$ cat src/rtl/imem_loader_pkg.sv
// Shared types and constants for the boot-time instruction-memory loader.
package imem_loader_pkg;

  typedef enum logic [2:0] {
    ST_LEN_HI = 3'd0,
    ST_LEN_LO = 3'd1,
    ST_DATA   = 3'd2,
    ST_CSUM   = 3'd3,
    ST_DONE   = 3'd4,
    ST_ERROR  = 3'd5
  } state_e;

  localparam int LEN_BYTES      = 2;
  localparam int BYTES_PER_WORD = 4;

  // One step of the stream checksum: an 8-bit XOR fold.
  function automatic logic [7:0] csum_fold(input logic [7:0] acc, input logic [7:0] b);
    return acc ^ b;
  endfunction

endpackage

$ cat src/rtl/imem_loader_byte_packer.sv
// Packs bytes big-endian into a 32-bit word; pulses o_word_valid the cycle
// after the fourth byte of a word is accepted.
module imem_loader_byte_packer
  import imem_loader_pkg::*;
(
  input  logic        clk,
  input  logic        i_clear,
  input  logic        i_byte_en,
  input  logic [7:0]  i_byte,
  output logic        o_last_byte,
  output logic        o_word_valid,
  output logic [31:0] o_word
);

  localparam int LANE_W = $clog2(BYTES_PER_WORD);

  logic [LANE_W-1:0] r_lane;
  logic [23:0]       r_shift;
  logic [31:0]       r_word;
  logic              r_word_valid;

  assign o_last_byte  = (r_lane == LANE_W'(BYTES_PER_WORD - 1));
  assign o_word_valid = r_word_valid;
  assign o_word       = r_word;

  always_ff @(posedge clk) begin
    if (i_clear) begin
      r_lane       <= '0;
      r_shift      <= '0;
      r_word       <= '0;
      r_word_valid <= 1'b0;
    end else begin
      r_word_valid <= 1'b0;
      if (i_byte_en) begin
        r_lane <= r_lane + 1'b1;
        // The first three bytes collect in r_shift; the fourth completes the word.
        if (o_last_byte) begin
          r_word       <= {r_shift, i_byte};
          r_word_valid <= 1'b1;
        end else begin
          r_shift <= {r_shift[15:0], i_byte};
        end
      end
    end
  end

endmodule

$ cat src/rtl/imem_loader.sv
// Boot loader: parses a length-prefixed, XOR-checksummed byte stream into
// instruction-memory writes and holds the CPU in reset until the load is good.
module imem_loader
  import imem_loader_pkg::*;
#(
  parameter int ADDR_W    = 12,
  parameter int MAX_WORDS = 2 ** (ADDR_W - 2)
) (
  input  logic              clk,
  input  logic              rst,
  input  logic              load_req,
  input  logic              byte_valid,
  input  logic [7:0]        byte_data,
  output logic              byte_ready,
  output logic              imem_we,
  output logic [ADDR_W-1:0] imem_waddr,
  output logic [31:0]       imem_wdata,
  output logic              cpu_rst,
  output logic              done,
  output logic              error,
  output logic [2:0]        dbg_state
);

  localparam int LEN_W = 8 * LEN_BYTES;
  localparam logic [LEN_W-1:0] MAX_LEN = LEN_W'(MAX_WORDS);

  state_e             r_state;
  state_e             w_next;
  logic [7:0]         r_len_hi;
  logic [7:0]         r_xor;
  logic [LEN_W-1:0]   r_words_left;
  logic [ADDR_W-3:0]  r_word_idx;

  logic               w_clear;
  logic               w_xfer;
  logic               w_data_en;
  logic [LEN_W-1:0]   w_len;
  logic               w_last_byte;
  logic               w_word_valid;
  logic [31:0]        w_word;

  // Handshake: a byte moves when byte_valid && byte_ready on a rising edge;
  // byte_ready depends only on state, and load_req/rst discard that cycle's byte.
  assign byte_ready = (r_state == ST_LEN_HI) || (r_state == ST_LEN_LO) ||
                      (r_state == ST_DATA)   || (r_state == ST_CSUM);
  assign w_clear    = rst || load_req;
  assign w_xfer     = byte_valid && byte_ready;
  assign w_data_en  = w_xfer && (r_state == ST_DATA) && !w_clear;
  assign w_len      = {r_len_hi, byte_data};

  imem_loader_byte_packer u_packer (
    .clk          (clk),
    .i_clear      (w_clear),
    .i_byte_en    (w_data_en),
    .i_byte       (byte_data),
    .o_last_byte  (w_last_byte),
    .o_word_valid (w_word_valid),
    .o_word       (w_word)
  );

  assign imem_we    = w_word_valid;
  assign imem_wdata = w_word;
  assign imem_waddr = {r_word_idx, 2'b00};
  assign cpu_rst    = (r_state != ST_DONE);
  assign done       = (r_state == ST_DONE);
  assign error      = (r_state == ST_ERROR);
  assign dbg_state  = r_state;

  always_comb begin
    w_next = r_state;
    case (r_state)
      ST_LEN_HI: if (w_xfer) w_next = ST_LEN_LO;
      ST_LEN_LO: begin
        if (w_xfer) begin
          if (w_len > MAX_LEN)   w_next = ST_ERROR;
          else if (w_len == '0)  w_next = ST_CSUM;
          else                   w_next = ST_DATA;
        end
      end
      ST_DATA: begin
        if (w_xfer && w_last_byte && (r_words_left == LEN_W'(1))) w_next = ST_CSUM;
      end
      ST_CSUM: begin
        if (w_xfer) w_next = (byte_data == r_xor) ? ST_DONE : ST_ERROR;
      end
      default: w_next = r_state;
    endcase
  end

  always_ff @(posedge clk) begin
    if (w_clear) begin
      r_state      <= ST_LEN_HI;
      r_len_hi     <= '0;
      r_xor        <= '0;
      r_words_left <= '0;
      r_word_idx   <= '0;
    end else begin
      r_state <= w_next;
      if (w_xfer) begin
        case (r_state)
          ST_LEN_HI: begin
            r_len_hi <= byte_data;
            r_xor    <= csum_fold(r_xor, byte_data);
          end
          ST_LEN_LO: begin
            r_words_left <= w_len;
            r_xor        <= csum_fold(r_xor, byte_data);
          end
          ST_DATA: begin
            r_xor <= csum_fold(r_xor, byte_data);
            if (w_last_byte) r_words_left <= r_words_left - 1'b1;
          end
          default: ;
        endcase
      end
      // Index advances after the write pulse so imem_waddr covers the pulse cycle.
      if (w_word_valid) r_word_idx <= r_word_idx + 1'b1;
    end
  end

endmodule
$ cat config.mk
export PLATFORM = sky130hd
export DESIGN_NAME = imem_loader
export DESIGN_NICKNAME = d
export VERILOG_FILES = /design/src/rtl/imem_loader_pkg.sv /design/src/rtl/imem_loader_byte_packer.sv /design/src/rtl/imem_loader.sv
export SDC_FILE = /design/constraint.sdc
export NUM_CORES = 1
export LEC_CHECK = 0
export CORE_ASPECT_RATIO = 1.5
export CORE_MARGIN = 1.5
export CORE_UTILIZATION = 35
export CTS_BUF_LIST = sky130_fd_sc_hd__clkbuf_4 sky130_fd_sc_hd__clkbuf_8 sky130_fd_sc_hd__clkbuf_16
export DETAILED_ROUTE_END_ITERATION = 6
export GPL_ROUTABILITY_DRIVEN = 0
export PLACE_DENSITY = 0.55
export SYNTH_ARGS = -nofsm -noshare
export SYNTH_HDL_FRONTEND = slang
export SYNTH_SLANG_ARGS = --single-unit
export TNS_END_PERCENT = 1
$ cat constraint.sdc
create_clock -name clk -period 2.8 [get_ports clk]
set_input_delay 0.56 -clock clk [delete_from_list [all_inputs] [get_ports clk]]
set_output_delay 0.56 -clock clk [all_outputs]
set_load 0.01 [all_outputs]
The metal 2 layer:
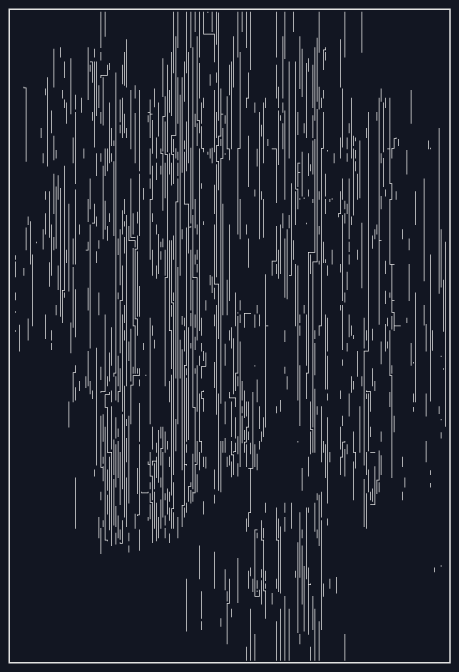
main direction: vertical
share of all routed wire: 53%
longest straight run: 64.5 um
wire length on this layer: 5800 um
via count: 3870
grt met2 use: 0.307
final WL: 11000 um

Cell area per tile:
The die is cut into 9 by 14 equal tiles; white is low, dark blue is high, 0 to 100% covered.
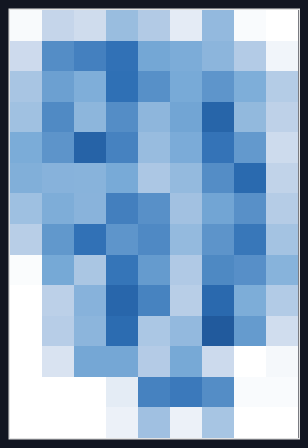
mean over tiles: 41%
emptiest ninth of the die: bottom left
fullest tile: 83%
nearly empty tiles: 10%
tiles over 75% full: 5.6%

Routing congestion:
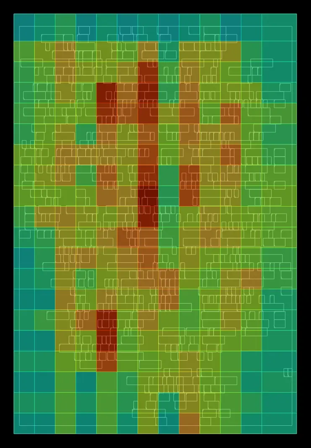
met1 Usage GRT: 0.206
GRT Util Overall: 0.175
GRT Max-Usage Layer: met2
drt wl/cell: 14.2 um
final core utilization: 0.457

Selected gate families:
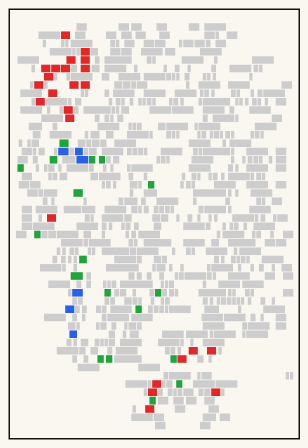
[AND and OR gates] green | cells: 18 | most used: or3_1
[AND-OR and OR-AND gates] blue | cells: 6 | most used: o21a_1 | where: left middle
[XOR/XNOR gates] red | cells: 24
final non-filler cell total: 777
fraction of area in multi-input gates: 0.382

==> flow_metrics.tcl <==
# collected from the flow reports
set metrics [dict create \
    hold_path_end "u_packer.r_shift[18]" \
    synth_seq_share 0.474 \
    m1WireLength_um 4750 \
    core_sq_um 12100 \
    clk_latency_ns 0.35 \
    numSynthFlops 104 \
    crit_start "dbg_state[0]" \
    intPower_w 0.00246 \
    p_leak_nw 1.87 \
    status "finished clean" \
    min_period_ns 2.46 \
    synth_cells 570 \
    floorplan.core_util 0.362 \
    synth_cell_types 50 \
    worst_slew_pin_slew_ns 0.596 \
    ctsRootBufferMaster "clkbuf_16" \
    crit_type "flip-flop to output pin" \
    yosys_warnings 0 \
    crit_chain "nor2b_1 > and2_1 > clkdlybuf4s50_1" \
    finalPower_w 0.00313 \
    lay_top_count "nand2_1" \
    synthMuxAreaShare 0.00228 \
    synth_area_per_cell_sq_um 7.70 \
    grt_max_degree 49 \
    placed_cells 761 \
    grt_pass1_wl_um 18000 \
    seq_power_w 0.00150 \
    synth_top_area_share 0.474 \
    powerDensity_nw_per_um2 563 \
    comb_power_share 0.054 \
    io_pins 64 \
    placed_area_sq_um 5200 \
    p_sw_w 0.000663 \
    sh_seq_area 0.375 \
]
